File: src/rtl/boot_loader_ctrl_pkg.sv
// -----------------------------------------------------------------------------
// boot_pkg : shared definitions for the boot loader controller.
//   - boot_state_e : loader state encoding
//   - ACK/ERR byte defaults, default base address and image size limit
//   - IMEM_WE_ALL  : full-word instruction-memory write enable
//   - csum_add     : modulo-256 running sum used by the optional checksum
// No ports (package).
// -----------------------------------------------------------------------------
package boot_pkg;

    typedef enum logic [2:0] {
        ST_LEN   = 3'd0,
        ST_DATA  = 3'd1,
        ST_WRITE = 3'd2,
        ST_CSUM  = 3'd3,
        ST_ACK   = 3'd4,
        ST_DONE  = 3'd5,
        ST_ERR   = 3'd6
    } boot_state_e;

    localparam logic [7:0]  ACK_BYTE_DEF  = 8'hAA;
    localparam logic [7:0]  ERR_BYTE_DEF  = 8'hEE;
    localparam logic [31:0] BASE_ADDR_DEF = 32'h0000_0000;
    localparam int          MAX_WORDS_DEF = 4096;
    localparam logic [3:0]  IMEM_WE_ALL   = 4'hF;

    // 8-bit sum; the carry out is intentionally dropped (modulo 256).
    function automatic logic [7:0] csum_add(input logic [7:0] sum, input logic [7:0] data);
        csum_add = sum + data;
    endfunction

    // Byte address of word number idx; wraps modulo 2^32 by construction.
    function automatic logic [31:0] word_addr(input logic [31:0] base, input logic [31:0] idx);
        word_addr = base + {idx[29:0], 2'b00};
    endfunction

endpackage

File: src/rtl/boot_loader_ctrl_if.sv
// -----------------------------------------------------------------------------
// boot_loader_ctrl_if : bundles the UART byte streams and the instruction
// memory write port seen by the boot loader.
//   rx_data/rx_valid/rx_ready : byte stream from the UART receiver
//   tx_data/tx_valid/tx_ready : byte stream to the UART transmitter
//   imem_we/imem_addr/imem_wdata : instruction-memory write port
// Modports:
//   master : the loader (consumes rx, produces tx, drives imem)
//   slave  : the surrounding system (UART + instruction memory)
// -----------------------------------------------------------------------------
interface boot_loader_ctrl_if;

    logic [7:0]  rx_data;
    logic        rx_valid;
    logic        rx_ready;
    logic [7:0]  tx_data;
    logic        tx_valid;
    logic        tx_ready;
    logic [3:0]  imem_we;
    logic [31:0] imem_addr;
    logic [31:0] imem_wdata;

    modport master (
        input  rx_data, rx_valid, tx_ready,
        output rx_ready, tx_data, tx_valid, imem_we, imem_addr, imem_wdata
    );

    modport slave (
        output rx_data, rx_valid, tx_ready,
        input  rx_ready, tx_data, tx_valid, imem_we, imem_addr, imem_wdata
    );

endinterface

File: src/rtl/boot_loader_ctrl_byte_assembler.sv
// -----------------------------------------------------------------------------
// byte_assembler : collects four bytes little-endian into one 32-bit word.
//   clk, rst       : clock, synchronous active-high reset
//   i_byte_valid   : a byte is being consumed this cycle
//   i_byte         : the byte being consumed
//   o_word         : assembled word (valid together with o_word_valid)
//   o_word_valid   : pulses in the cycle the 4th byte is consumed
// The first byte of a group lands in o_word[7:0]. The completed word is
// presented combinationally alongside the 4th byte so the owner can register
// it in the same edge that consumes that byte.
// -----------------------------------------------------------------------------
module byte_assembler (
    input  logic        clk,
    input  logic        rst,
    input  logic        i_byte_valid,
    input  logic [7:0]  i_byte,
    output logic [31:0] o_word,
    output logic        o_word_valid
);

    logic [1:0]  r_cnt;
    logic [23:0] r_shift;

    // Byte counter and shift register of the three earlier bytes.
    always_ff @(posedge clk) begin
        if (rst) begin
            r_cnt   <= 2'd0;
            r_shift <= 24'd0;
        end else if (i_byte_valid) begin
            r_cnt   <= r_cnt + 2'd1;
            r_shift <= {i_byte, r_shift[23:8]};
        end else begin
            r_cnt   <= r_cnt;
            r_shift <= r_shift;
        end
    end

    assign o_word       = {i_byte, r_shift};
    assign o_word_valid = i_byte_valid && (r_cnt == 2'd3);

endmodule

File: src/rtl/boot_loader_ctrl.sv
// -----------------------------------------------------------------------------
// boot_loader_ctrl : receives a program image over the UART byte stream,
// writes it into instruction memory and then releases the core from reset.
// Stream format: 32-bit little-endian word count, then the words themselves
// (little-endian bytes). Replies ACK_BYTE on success, ERR_BYTE on error.
//
// Ports:
//   clk, rst   : clock, synchronous active-high reset
//   bus        : boot_loader_ctrl_if.master (rx/tx byte streams, imem port)
//   core_rstn  : active-low core reset, released once the image is loaded
//   busy       : load in progress
//   done       : load complete, core running
//   err        : load failed (sticky until rst)
//
// Optional feature (macro BOOT_LOADER_CHECKSUM_EN): one extra byte after the
// image must equal the modulo-256 sum of all data bytes, otherwise ERR.
// -----------------------------------------------------------------------------
module boot_loader_ctrl
    import boot_pkg::*;
#(
    parameter logic [31:0] BASE_ADDR = BASE_ADDR_DEF,
    parameter int          MAX_WORDS = MAX_WORDS_DEF,
    parameter logic [7:0]  ACK_BYTE  = ACK_BYTE_DEF,
    parameter logic [7:0]  ERR_BYTE  = ERR_BYTE_DEF
) (
    input  logic                clk,
    input  logic                rst,
    boot_loader_ctrl_if.master  bus,
    output logic                core_rstn,
    output logic                busy,
    output logic                done,
    output logic                err
);

    localparam int          WIDX        = $clog2(MAX_WORDS + 1);
    localparam logic [31:0] MAX_WORDS_U = 32'(MAX_WORDS);

    boot_state_e       r_state;
    logic [WIDX-1:0]   r_len;
    logic [WIDX-1:0]   r_word_idx;
    logic              r_rx_ready;
    logic [7:0]        r_tx_data;
    logic              r_tx_valid;
    logic [3:0]        r_imem_we;
    logic [31:0]       r_imem_addr;
    logic [31:0]       r_imem_wdata;
    logic              r_core_rstn;
    logic              r_busy;
    logic              r_done;
    logic              r_err;

    logic              w_rx_fire;
    logic              w_tx_fire;
    logic              w_asm_in;
    logic [31:0]       w_word;
    logic              w_word_valid;
    logic [WIDX-1:0]   w_next_idx;
    logic              w_last;

    assign w_rx_fire  = bus.rx_valid && r_rx_ready;
    assign w_tx_fire  = r_tx_valid && bus.tx_ready;
    // Only the header and the image words go through the assembler.
    assign w_asm_in   = w_rx_fire && ((r_state == ST_LEN) || (r_state == ST_DATA));
    assign w_next_idx = r_word_idx + {{(WIDX-1){1'b0}}, 1'b1};
    assign w_last     = (w_next_idx == r_len);

    byte_assembler u_asm (
        .clk          (clk),
        .rst          (rst),
        .i_byte_valid (w_asm_in),
        .i_byte       (bus.rx_data),
        .o_word       (w_word),
        .o_word_valid (w_word_valid)
    );

`ifdef BOOT_LOADER_CHECKSUM_EN
    logic [7:0] r_sum;

    // Running sum of image data bytes; cleared while waiting for the header.
    always_ff @(posedge clk) begin
        if (rst || (r_state == ST_LEN)) begin
            r_sum <= 8'd0;
        end else if (w_rx_fire && (r_state == ST_DATA)) begin
            r_sum <= csum_add(r_sum, bus.rx_data);
        end else begin
            r_sum <= r_sum;
        end
    end
`endif

    // Loader state machine with all outputs registered.
    always_ff @(posedge clk) begin
        if (rst) begin
            r_state      <= ST_LEN;
            r_len        <= '0;
            r_word_idx   <= '0;
            r_rx_ready   <= 1'b0;
            r_tx_data    <= 8'd0;
            r_tx_valid   <= 1'b0;
            r_imem_we    <= 4'h0;
            r_imem_addr  <= BASE_ADDR;
            r_imem_wdata <= 32'd0;
            r_core_rstn  <= 1'b0;
            r_busy       <= 1'b0;
            r_done       <= 1'b0;
            r_err        <= 1'b0;
        end else begin
            // Write enable is a single-cycle pulse, only raised on entry to WRITE.
            r_imem_we <= 4'h0;
            case (r_state)
                ST_LEN: begin
                    r_rx_ready <= 1'b1;
                    r_busy     <= 1'b1;
                    if (w_word_valid) begin
                        r_len <= w_word[WIDX-1:0];
                        if (w_word == 32'd0) begin
`ifdef BOOT_LOADER_CHECKSUM_EN
                            r_state    <= ST_CSUM;
`else
                            r_state    <= ST_ACK;
                            r_rx_ready <= 1'b0;
                            r_tx_valid <= 1'b1;
                            r_tx_data  <= ACK_BYTE;
`endif
                        end else if (w_word > MAX_WORDS_U) begin
                            r_state    <= ST_ERR;
                            r_rx_ready <= 1'b0;
                            r_busy     <= 1'b0;
                            r_err      <= 1'b1;
                            r_tx_valid <= 1'b1;
                            r_tx_data  <= ERR_BYTE;
                        end else begin
                            r_state <= ST_DATA;
                        end
                    end
                end
                ST_DATA: begin
                    if (w_word_valid) begin
                        r_state      <= ST_WRITE;
                        r_rx_ready   <= 1'b0;
                        r_imem_we    <= IMEM_WE_ALL;
                        r_imem_addr  <= word_addr(BASE_ADDR, 32'(r_word_idx));
                        r_imem_wdata <= w_word;
                    end
                end
                ST_WRITE: begin
                    r_word_idx <= w_next_idx;
                    if (w_last) begin
`ifdef BOOT_LOADER_CHECKSUM_EN
                        r_state    <= ST_CSUM;
                        r_rx_ready <= 1'b1;
`else
                        r_state    <= ST_ACK;
                        r_tx_valid <= 1'b1;
                        r_tx_data  <= ACK_BYTE;
`endif
                    end else begin
                        r_state    <= ST_DATA;
                        r_rx_ready <= 1'b1;
                    end
                end
                ST_CSUM: begin
`ifdef BOOT_LOADER_CHECKSUM_EN
                    if (w_rx_fire) begin
                        r_rx_ready <= 1'b0;
                        r_tx_valid <= 1'b1;
                        if (bus.rx_data == r_sum) begin
                            r_state   <= ST_ACK;
                            r_tx_data <= ACK_BYTE;
                        end else begin
                            r_state   <= ST_ERR;
                            r_busy    <= 1'b0;
                            r_err     <= 1'b1;
                            r_tx_data <= ERR_BYTE;
                        end
                    end
`else
                    // Unreachable without the checksum option: fail safe.
                    r_state    <= ST_ERR;
                    r_rx_ready <= 1'b0;
                    r_busy     <= 1'b0;
                    r_err      <= 1'b1;
                    r_core_rstn <= 1'b0;
                    r_tx_valid <= 1'b1;
                    r_tx_data  <= ERR_BYTE;
`endif
                end
                ST_ACK: begin
                    // Core leaves reset in the same edge that completes the ack.
                    if (w_tx_fire) begin
                        r_state     <= ST_DONE;
                        r_tx_valid  <= 1'b0;
                        r_core_rstn <= 1'b1;
                        r_done      <= 1'b1;
                        r_busy      <= 1'b0;
                        r_rx_ready  <= 1'b0;
                    end
                end
                ST_DONE: begin
                    r_state <= ST_DONE;
                end
                ST_ERR: begin
                    // Error byte goes out exactly once; err stays set until rst.
                    if (w_tx_fire) begin
                        r_tx_valid <= 1'b0;
                    end
                end
                default: begin
                    r_state     <= ST_ERR;
                    r_rx_ready  <= 1'b0;
                    r_busy      <= 1'b0;
                    r_err       <= 1'b1;
                    r_core_rstn <= 1'b0;
                    r_tx_valid  <= 1'b1;
                    r_tx_data   <= ERR_BYTE;
                end
            endcase
        end
    end

    assign bus.rx_ready   = r_rx_ready;
    assign bus.tx_data    = r_tx_data;
    assign bus.tx_valid   = r_tx_valid;
    assign bus.imem_we    = r_imem_we;
    assign bus.imem_addr  = r_imem_addr;
    assign bus.imem_wdata = r_imem_wdata;
    assign core_rstn      = r_core_rstn;
    assign busy           = r_busy;
    assign done           = r_done;
    assign err            = r_err;

endmodule

File: src/flat_wrapper.sv
// flat-port wrapper written by rule: the top's interface ports become plain ports
module boot_loader_ctrl_flat import boot_pkg::*;
#(
    parameter logic [31:0] BASE_ADDR = BASE_ADDR_DEF,
    parameter int          MAX_WORDS = MAX_WORDS_DEF,
    parameter logic [7:0]  ACK_BYTE  = ACK_BYTE_DEF,
    parameter logic [7:0]  ERR_BYTE  = ERR_BYTE_DEF
)
  (clk, rst, core_rstn, busy, done, err, bus_rx_data, bus_rx_valid, bus_tx_ready, bus_rx_ready, bus_tx_data, bus_tx_valid, bus_imem_we, bus_imem_addr, bus_imem_wdata);
  boot_loader_ctrl_if bus_i ();
  input  logic clk;
  input  logic rst;
  output logic core_rstn;
  output logic busy;
  output logic done;
  output logic err;
  input wire logic [$bits(bus_i.rx_data)-1:0] bus_rx_data;
  input wire logic [$bits(bus_i.rx_valid)-1:0] bus_rx_valid;
  input wire logic [$bits(bus_i.tx_ready)-1:0] bus_tx_ready;
  output wire logic [$bits(bus_i.rx_ready)-1:0] bus_rx_ready;
  output wire logic [$bits(bus_i.tx_data)-1:0] bus_tx_data;
  output wire logic [$bits(bus_i.tx_valid)-1:0] bus_tx_valid;
  output wire logic [$bits(bus_i.imem_we)-1:0] bus_imem_we;
  output wire logic [$bits(bus_i.imem_addr)-1:0] bus_imem_addr;
  output wire logic [$bits(bus_i.imem_wdata)-1:0] bus_imem_wdata;
  assign bus_i.rx_data = bus_rx_data;
  assign bus_i.rx_valid = bus_rx_valid;
  assign bus_i.tx_ready = bus_tx_ready;
  assign bus_rx_ready = bus_i.rx_ready;
  assign bus_tx_data = bus_i.tx_data;
  assign bus_tx_valid = bus_i.tx_valid;
  assign bus_imem_we = bus_i.imem_we;
  assign bus_imem_addr = bus_i.imem_addr;
  assign bus_imem_wdata = bus_i.imem_wdata;
  boot_loader_ctrl #(.BASE_ADDR(BASE_ADDR), .MAX_WORDS(MAX_WORDS), .ACK_BYTE(ACK_BYTE), .ERR_BYTE(ERR_BYTE)) u_core (.clk(clk), .rst(rst), .bus(bus_i), .core_rstn(core_rstn), .busy(busy), .done(done), .err(err));
endmodule
File: config.mk
export PLATFORM = sky130hd
export DESIGN_NAME = boot_loader_ctrl_flat
export DESIGN_NICKNAME = d
export VERILOG_FILES = /design/src/rtl/boot_loader_ctrl_pkg.sv /design/src/rtl/boot_loader_ctrl_if.sv /design/src/rtl/boot_loader_ctrl_byte_assembler.sv /design/src/rtl/boot_loader_ctrl.sv /design/src/flat_wrapper.sv
export SDC_FILE = /design/constraint.sdc
export NUM_CORES = 1
export LEC_CHECK = 0
export CORE_MARGIN = 1.5
export CORE_UTILIZATION = 50
export DETAILED_ROUTE_END_ITERATION = 16
export GPL_TIMING_DRIVEN = 0
export PLACE_DENSITY_LB_ADDON = 0.25
export SLEW_MARGIN = 10
export SYNTH_ARGS = -nofsm -noshare
export SYNTH_HDL_FRONTEND = slang
export SYNTH_SLANG_ARGS = --single-unit
File: constraint.sdc
create_clock -name clk -period 2.7 [get_ports clk]
set_input_delay 0.54 -clock clk [delete_from_list [all_inputs] [get_ports clk]]
set_output_delay 0.54 -clock clk [all_outputs]
set_load 0.1 [all_outputs]
Run 1, routed metal, one color a layer:
(3 px per µm)
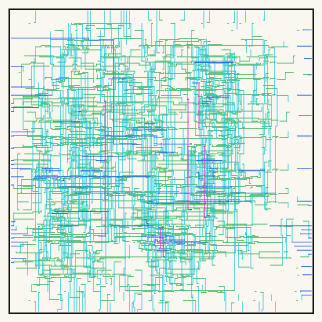
legend:
  metal 1:
    color: green
    wire_length: 4930 µm
  metal 3:
    color: blue
    wire_length: 659 µm
  metal 4:
    color: magenta
    wire_length: 188 µm
  metal 2:
    color: cyan
    wire_length: 5850 µm

Run 1, pin placement:
(4 px per µm) Pins as bars across the die edge, other pins in gray.
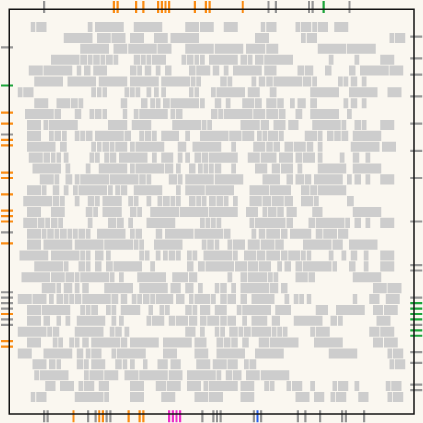
legend:
  bus_tx_ready:
    color: blue
    pins: 1
    direction: input
    edge: bottom
  bus_imem_wdata:
    color: orange
    pins: 32
    direction: output
    edge: 14 left, 12 top, 6 bottom
  bus_tx_data:
    color: green
    pins: 8
    direction: output
    edge: 6 right, 1 left, 1 top
  bus_imem_we:
    color: magenta
    pins: 4
    direction: output
    edge: bottom
all pins by edge: 29 bottom, 24 left, 22 right, 19 top

Run 1, cell area per tile:
(4 px per µm) The die is cut into 10 by 10 equal tiles; black is low, pale yellow is high, 0 to 100% covered.
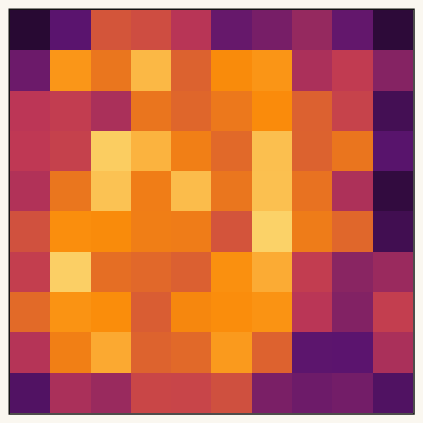
mean over tiles: 57%
fullest tile: 90%
tiles over 75% full: 20%

==> out/results.ini, run 1 <==
[power_and_ir_drop]
ir_drop_mv = 0.302
p_int_uw = 2050
combPwrFrac_pct = 10.2
p_sw_uw = 802
p_leak_uw = 0.00208
pwr-share-clk_pct = 32.5
pg_seq_uw = 1630
power_uw = 2850
top_power_group = registers
p_per_area_nw_per_um2 = 482

[floorplan]
rows = 35
die_w_um = 101
fp_util_pct = 51.8
core_area_um2 = 9240
io_pins = 94

[yosys]
topCellsByArea = dfxtp_1 46%, nand2_1 14%, a21oi_1 10%
postSynth.asyncResetShare_pct = 0
synth-simple-area-share_pct = 24.9
ys_cells = 604
top_area_share_pct = 45.6
edf_count = 0
top_cell = nand2_1
logic_family = simple AND/OR/NAND/NOR gates
avgSynthCellArea_um2 = 7.92
ys_seq_share_pct = 45.6
muxShareOfSynthArea_pct = 0.209
yosys_area_um2 = 4780
top_cells_by_count = 181 x nand2_1, 109 x dfxtp_1, 100 x a21oi_1
synthDistinctLibCells = 62
synthFlopType = dfxtp_1
synth-compound-area-share_pct = 15.8

[final_timing]
timing.final.crit_share_pct = 94.7
drv_slew = 0
finalClockSkew_ns = 0.0122
hold_viol = 0
setup_slack_ns = 0.144
relSlewSlack_pct = 34.4
holdWs_ns = 0.457
setup_viol = 0

[clocking]
clock_path_buffers = 2
clk_pin_slew_worst_paths_ns = 0.10
clock-sinks = 109
ctsHoldBuffers = 0
cts_tree = built
clk_latency_ns = 0.37
ctsResizeCount = 0

[layout]
ff_count = 109
nets = 720
regArea_um2 = 2180
inverters = 7
clock_area_share_pct = 3.09
largest_reg_flops = 32
buf_share_pct = 18.7
lay_top_count = nand2_1
lay_top_cells = 181 x nand2_1, 109 x dfxtp_1, 100 x a21oi_1
finalInstanceArea_um2 = 5920
clkbuf_count = 10
final_cells = 840
num_antenna_cells = 0

[setup_path]
worstSetupStartpointType = register
cp.arrival_ns = 2.79
required_ns = 2.93
crit_start = u_core.r_word_idx[1]
critical_path_depth = 8
cp_num_buf_inv = 0
r2r_cells = 8
rr_endpoint = u_core.bus.tx_valid
path_cells = ha_2 > nand3_2 > or3_1 > a221oi_2 > nand4_2 > nor2_2 > o221a_2 > o22ai_1
path_delay_family = simple AND/OR/NAND/NOR gates
crit_path_max_incr_delay_ns = 0.50
slowest_stage = dfxtp_1

[place]
portBuffers = 71
place_hpwl_um = 8600
placed_cells = 824

[detailed_routing]
dr_wl_met3_um = 659
ant_nets = 0
first_iter_violations = 259
via_per_inst = 5.19
routed.top_layer = met4
wl_per_cell_um = 13.8

[status]
status = complete, no violations

[global_routing]
track_usage_pct = 23.3
grtUsageMet3_pct = 3.26
use_met2_pct = 41.8
grt_pass1_wl_um = 18800
antenna_found_initial = 0
gr-usage-met1_pct = 28.0
grt-ovfl-total = 0
grt_pass1_vias = 4091
grt_max_degree = 19

[hold_path]
min-delay-start = u_core.bus.imem_addr[6]
hold_end = u_core.bus.imem_addr[6]

[flow_run]
warning_count = 26
maxCapViolations = 0

## Run 2: what changed since run 1
- ABC_CLOCK_PERIOD_IN_PS: not set -> 2700
Run 2, routed metal, one color a layer:
(3 px per µm)
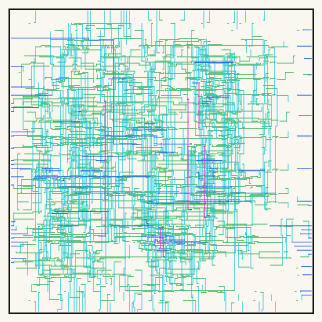
legend:
  metal 4:
    color: magenta
    wire_length: 188 µm
  metal 2:
    color: cyan
    wire_length: 5850 µm
  metal 1:
    color: green
    wire_length: 4930 µm
  metal 3:
    color: blue
    wire_length: 659 µm

Run 2, pin placement:
(4 px per µm) Pins as bars across the die edge, other pins in gray.
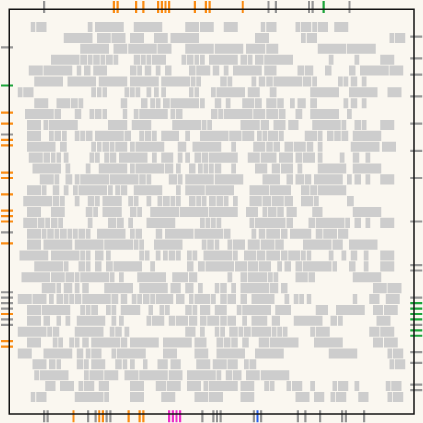
legend:
  bus_tx_data:
    color: green
    pins: 8
    direction: output
    edge: 6 right, 1 left, 1 top
  bus_imem_we:
    color: magenta
    pins: 4
    direction: output
    edge: bottom
  bus_tx_ready:
    color: blue
    pins: 1
    direction: input
    edge: bottom
  bus_imem_wdata:
    color: orange
    pins: 32
    direction: output
    edge: 14 left, 12 top, 6 bottom
all pins by edge: 29 bottom, 24 left, 22 right, 19 top

==> run 2 against run 1 <==
  * Hold slack unchanged
  * Global-route usage is the same
  * Utilization stayed put
  * First-iteration DRC count unchanged
  * Clock power about the same
  * Via count unchanged
  * Routed wire length stayed put
  * Power stayed put
  * Sequential power barely moved
  * Final cell count stayed put
  * Highest routed layer unchanged
==> out/results.ini, run 2 <==
[final_timing]
setup_viol = 0  ; unchanged
tns_ns = 0  ; unchanged
finalClockSkew_ns = 0.0122  ; unchanged
hold_viol = 0  ; unchanged
holdWs_ns = 0.457  ; unchanged
relSlewSlack_pct = 34.4  ; unchanged
drv_slew = 0  ; unchanged
timing.final.crit_share_pct = 94.7  ; unchanged
fmax_ghz = 0.391  ; unchanged
setup_slack_ns = 0.144  ; unchanged

[setup_path]
rr_endpoint = u_core.bus.tx_valid  ; unchanged
r2r-start = u_core.r_word_idx[1]  ; unchanged
slowest_stage = dfxtp_1  ; unchanged
required_ns = 2.93  ; about the same
cp_num_buf_inv = 0  ; unchanged
critical_path_depth = 8  ; unchanged
path_delay_family = simple AND/OR/NAND/NOR gates  ; unchanged
cp.arrival_ns = 2.79  ; about the same
crit_path_max_incr_delay_ns = 0.50  ; about the same
endpoint = u_core.bus.tx_valid  ; unchanged
worstSetupStartpointType = register  ; unchanged
path_cells = ha_2 > nand3_2 > or3_1 > a221oi_2 > nand4_2 > nor2_2 > o221a_2 > o22ai_1  ; unchanged
crit_start = u_core.r_word_idx[1]  ; unchanged
r2r_cells = 8  ; unchanged

[layout]
nets = 720  ; unchanged
ff_count = 109  ; unchanged
dominant_cells = multi-input combinational cells  ; unchanged
inverters = 7  ; unchanged
clock_area_share_pct = 3.09  ; unchanged
lay_top_cells = 181 x nand2_1, 109 x dfxtp_1, 100 x a21oi_1  ; unchanged
buf_share_pct = 18.7  ; unchanged
logic_gates = 440  ; unchanged
finalInstanceArea_um2 = 5920  ; unchanged
final_cells = 840  ; unchanged
syn2layout_area_growth_pct = 23.7  ; unchanged
regArea_um2 = 2180  ; unchanged
lay_top_count = nand2_1  ; unchanged
seq-cell-share_pct = 36.9  ; unchanged
largest_reg_flops = 32  ; unchanged
num_antenna_cells = 0  ; unchanged
clkbuf_count = 10  ; unchanged

[place]
place_hpwl_um = 8600  ; unchanged
portBuffers = 71  ; unchanged
placed_cell_area_um2 = 5730  ; unchanged
gp_congestion = 0.888  ; unchanged
placed_cells = 824  ; unchanged

[clocking]
cts_inserted_buffers = 9  ; unchanged
cts_tree = built  ; unchanged
clk_latency_ns = 0.37  ; about the same
ctsHoldBuffers = 0  ; unchanged
clk_pin_slew_worst_paths_ns = 0.10  ; about the same
clock_path_buffers = 2  ; unchanged
htree_levels = 3  ; unchanged
ctsResizeCount = 0  ; unchanged
clock-sinks = 109  ; unchanged

[floorplan]
rows = 35  ; unchanged
fp_util_pct = 51.8  ; unchanged
core_area_um2 = 9240  ; unchanged
die_area_um2 = 10200  ; unchanged
die_w_um = 101  ; unchanged
io_pins = 94  ; unchanged

[hold_path]
hp-class = register to register  ; unchanged
hold_end = u_core.bus.imem_addr[6]  ; unchanged
min-delay-start = u_core.bus.imem_addr[6]  ; unchanged
hold_depth = 2  ; unchanged

[power_and_ir_drop]
pwr-share-clk_pct = 32.5  ; about the same
p_leak_uw = 0.00208  ; unchanged
p_int_uw = 2050  ; unchanged
combPwrFrac_pct = 10.2  ; about the same
switching_share_pct = 28.1  ; unchanged
p_per_area_nw_per_um2 = 482  ; unchanged
power_uw = 2850  ; unchanged
p_sw_uw = 802  ; unchanged
powerComb_uw = 291  ; about the same
pg_seq_uw = 1630  ; about the same
ir_drop_mv = 0.302  ; unchanged
top_power_group = registers  ; unchanged

[yosys]
top_cell = nand2_1  ; unchanged
synth-compound-area-share_pct = 15.8  ; unchanged
yosys_area_um2 = 4780  ; unchanged
avgSynthCellArea_um2 = 7.92  ; unchanged
top_area_share_pct = 45.6  ; unchanged
yosys.area_share.adder_pct = 0.523  ; unchanged
top_cells_by_count = 181 x nand2_1, 109 x dfxtp_1, 100 x a21oi_1  ; unchanged
logic_family = simple AND/OR/NAND/NOR gates  ; unchanged
muxShareOfSynthArea_pct = 0.209  ; unchanged
synth-simple-area-share_pct = 24.9  ; unchanged
edf_count = 0  ; unchanged
synthFlopType = dfxtp_1  ; unchanged
ys_seq_share_pct = 45.6  ; unchanged
postSynth.asyncResetShare_pct = 0  ; unchanged
ys_cells = 604  ; unchanged
topCellsByArea = dfxtp_1 46%, nand2_1 14%, a21oi_1 10%  ; unchanged
synthDistinctLibCells = 62  ; unchanged

[global_routing]
grt-ovfl-total = 0  ; unchanged
grt_pass1_wl_um = 18800  ; unchanged
antenna_found_initial = 0  ; unchanged
grtUsageMet3_pct = 3.26  ; unchanged
use_met2_pct = 41.8  ; unchanged
gr-usage-met1_pct = 28.0  ; unchanged
grt_max_degree = 19  ; unchanged
top_usage_layer = met2  ; unchanged
grt_pass1_vias = 4091  ; unchanged
track_usage_pct = 23.3  ; unchanged

[detailed_routing]
wl_per_cell_um = 13.8  ; unchanged
drt-pass1-iter-count = 5  ; unchanged
dr_wl_met3_um = 659  ; unchanged
via_per_inst = 5.19  ; unchanged
ant_nets = 0  ; unchanged
first_iter_violations = 259  ; unchanged
wl_met2_um = 5850  ; unchanged
routed.top_layer = met4  ; unchanged
drc = 0  ; unchanged

[flow_run]
warning_count = 26  ; unchanged
maxCapViolations = 0  ; unchanged

[status]
status = complete, no violations  ; unchanged

## Run 3: what changed since run 2
- CORE_UTILIZATION: 50 -> 45
Run 3, pin placement:
(4 px per µm) Pins as bars across the die edge, other pins in gray.
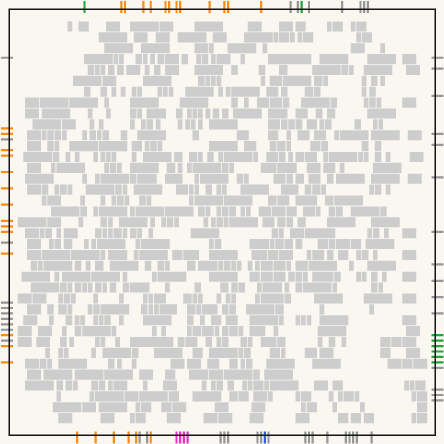
legend:
  bus_tx_ready:
    color: blue
    pins: 1
    direction: input
    edge: bottom
  bus_imem_wdata:
    color: orange
    pins: 32
    direction: output
    edge: 14 left, 12 top, 6 bottom
  bus_tx_data:
    color: green
    pins: 8
    direction: output
    edge: 6 right, 2 top
  bus_imem_we:
    color: magenta
    pins: 4
    direction: output
    edge: bottom
all pins by edge: 28 bottom, 24 left, 21 right, 21 top

Run 3, routed metal, one color a layer:
(2 px per µm)
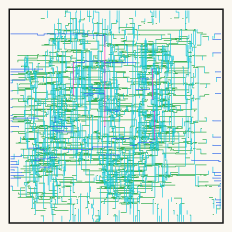
legend:
  metal 3:
    color: blue
    wire_length: 395 µm
  metal 2:
    color: cyan
    wire_length: 5630 µm
  metal 1:
    color: green
    wire_length: 5250 µm
  metal 4:
    color: magenta
    wire_length: 91.1 µm

==> run 3 against run 2 <==
  * Hold slack gained 0.00067 ns
  * Clock power up about 20%
  * Utilization decreased by 6.3 points
  * Final cell count increased by 0.71%
  * Largest cell class unchanged
==> out/results.ini, run 3 <==
[status]
status = complete, no violations  ; unchanged

[place]
place_hpwl_um = 8480  ; was 8600 µm
portBuffers = 71  ; unchanged
placed_cells = 831  ; was 824
placed_cell_area_um2 = 5740  ; was 5730 µm²
gp_congestion = 0.916  ; was 0.888

[clocking]
cts_tree = built  ; unchanged
ctsResizeCount = 0  ; unchanged
clock-sinks = 109  ; unchanged
clk_latency_ns = 0.36  ; was 0.37 ns
clock_path_buffers = 2  ; unchanged
clk_pin_slew_worst_paths_ns = 0.10  ; about the same
cts_inserted_buffers = 9  ; unchanged
ctsHoldBuffers = 0  ; unchanged
htree_levels = 3  ; unchanged

[layout]
final_cells = 846  ; was 840
syn2layout_area_growth_pct = 24.6  ; was 23.7%
finalInstanceArea_um2 = 5960  ; was 5920 µm²
ff_count = 109  ; unchanged
clkbuf_count = 9  ; was 10
dominant_cells = multi-input combinational cells  ; unchanged
nFillCells = 1004  ; was 811
inverters = 7  ; unchanged
logic_gates = 440  ; unchanged
n_all_buffers = 139  ; unchanged
regArea_um2 = 2180  ; unchanged
nets = 720  ; unchanged
lay_top_cells = 181 x nand2_1, 109 x dfxtp_1, 100 x a21oi_1  ; unchanged
largest_reg_flops = 32  ; unchanged
lay_top_count = nand2_1  ; unchanged
comb_area_share_pct = 37.9  ; was 38.1%
drive_gt1_share_pct = 10.6  ; was 10.7%
buf_share_pct = 18.6  ; was 18.7%
num_antenna_cells = 0  ; unchanged
clock_area_share_pct = 3.67  ; was 3.09%
seq-cell-share_pct = 36.6  ; was 36.9%

[setup_path]
crit_start = u_core.bus.tx_data[5]  ; was u_core.r_word_idx[1]
cp_num_buf_inv = 2  ; was 0
slowest_stage = clkdlybuf4s50_1  ; was dfxtp_1
crit_path_max_incr_delay_ns = 1.12  ; was 0.50 ns
worstSetupStartpointType = register  ; unchanged
critical_path_depth = 2  ; was 8
r2r_cells = 8  ; unchanged
r2r-start = u_core.r_word_idx[1]  ; unchanged
endpoint = bus_tx_data[3]  ; was u_core.bus.tx_valid
path_delay_family = buffers and inverters  ; was simple AND/OR/NAND/NOR gates
cp_max_fo = 5  ; was 7
rr_endpoint = u_core.bus.tx_valid  ; unchanged
required_ns = 2.16  ; was 2.93 ns
path_cells = buf_4 > clkdlybuf4s50_1  ; was ha_2 > nand3_2 > or3_1 > a221oi_2 > nand4_2 > nor2_2 > o221a_2 > o22ai_1
cp.arrival_ns = 2.02  ; was 2.79 ns

[power_and_ir_drop]
combPwrFrac_pct = 9.6  ; was 10.2%
powerComb_uw = 289  ; was 291 µW
pg_seq_uw = 1630  ; about the same
pwr-share-clk_pct = 36.2  ; was 32.5%
p_per_area_nw_per_um2 = 506  ; was 482 nW/µm²
p_sw_uw = 806  ; was 802 µW
ir_drop_mv = 0.364  ; was 0.302 mV
switching_share_pct = 26.7  ; was 28.1%
power_uw = 3020  ; was 2850 µW
p_int_uw = 2210  ; was 2050 µW
top_power_group = registers  ; unchanged
p_leak_uw = 0.00209  ; was 0.00208 µW

[floorplan]
die_w_um = 106  ; was 101 µm
io_pins = 94  ; unchanged
fp_util_pct = 46.3  ; was 51.8%
die_area_um2 = 11300  ; was 10200 µm²
rows = 37  ; was 35
core_area_um2 = 10300  ; was 9240 µm²

[hold_path]
hp-class = register to register  ; unchanged
hold_end = u_core.bus.imem_wdata[25]  ; was u_core.bus.imem_addr[6]
hold_depth = 2  ; unchanged
min-delay-start = u_core.bus.imem_wdata[25]  ; was u_core.bus.imem_addr[6]

[yosys]
synthDistinctLibCells = 62  ; unchanged
synth-simple-area-share_pct = 24.9  ; unchanged
ys_cells = 604  ; unchanged
ys_seq_share_pct = 45.6  ; unchanged
top_cells_by_count = 181 x nand2_1, 109 x dfxtp_1, 100 x a21oi_1  ; unchanged
yosys_area_um2 = 4780  ; unchanged
yosys.area_share.adder_pct = 0.523  ; unchanged
synth-compound-area-share_pct = 15.8  ; unchanged
postSynth.asyncResetShare_pct = 0  ; unchanged
top_area_share_pct = 45.6  ; unchanged
muxShareOfSynthArea_pct = 0.209  ; unchanged
synthFlopType = dfxtp_1  ; unchanged
top_cell = nand2_1  ; unchanged
logic_family = simple AND/OR/NAND/NOR gates  ; unchanged
topCellsByArea = dfxtp_1 46%, nand2_1 14%, a21oi_1 10%  ; unchanged
avgSynthCellArea_um2 = 7.92  ; unchanged
edf_count = 0  ; unchanged

[final_timing]
drv_slew = 0  ; unchanged
setup_slack_ns = 0.136  ; was 0.144 ns
fmax_ghz = 0.390  ; was 0.391 GHz
finalClockSkew_ns = 0.00928  ; was 0.0122 ns
timing.final.crit_share_pct = 94.9  ; was 94.7%
holdWs_ns = 0.458  ; was 0.457 ns
setup_viol = 0  ; unchanged
tns_ns = 0  ; unchanged
relSlewSlack_pct = 34.3  ; was 34.4%
hold_viol = 0  ; unchanged

[detailed_routing]
first_iter_violations = 162  ; was 259
routed.top_layer = met4  ; unchanged
wl_met2_um = 5630  ; was 5850 µm
ant_nets = 0  ; unchanged
dr_wl_met3_um = 394  ; was 659 µm
wl_per_cell_um = 13.4  ; was 13.8 µm
drt-pass1-iter-count = 4  ; was 5
drc = 0  ; unchanged
via_per_inst = 5.02  ; was 5.19

[flow_run]
warning_count = 26  ; unchanged
maxCapViolations = 0  ; unchanged

[global_routing]
top_usage_layer = met2  ; unchanged
grtUsageMet3_pct = 2.64  ; was 3.26%
grt_max_degree = 19  ; unchanged
grt_pass1_wl_um = 18900  ; was 18800 µm
gr-usage-met1_pct = 26.3  ; was 28.0%
use_met2_pct = 36.5  ; was 41.8%
grt_pass1_vias = 4045  ; was 4091
track_usage_pct = 20.7  ; was 23.3%
antenna_found_initial = 0  ; unchanged
grt-ovfl-total = 0  ; unchanged


==> notes/layouts.md <==
Pictures saved along the way, in no particular order.

The clock network.
image #1
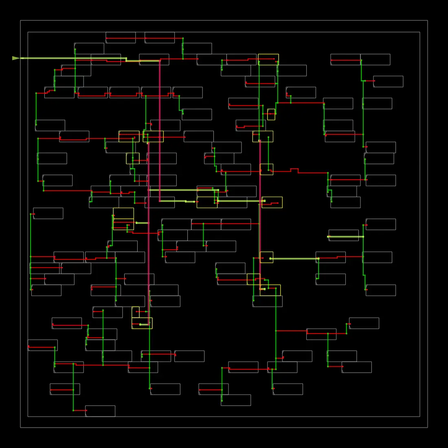
image #2
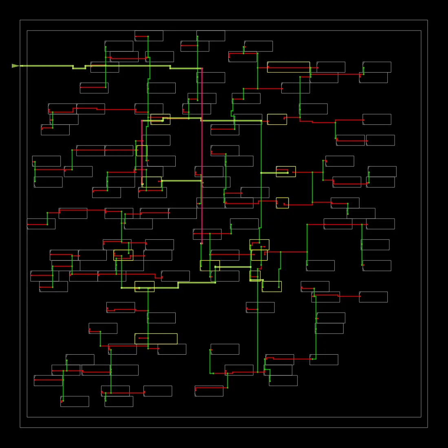
run 2 -> image #1
run 3 -> image #2

Power and IR drop assume default switching activity.
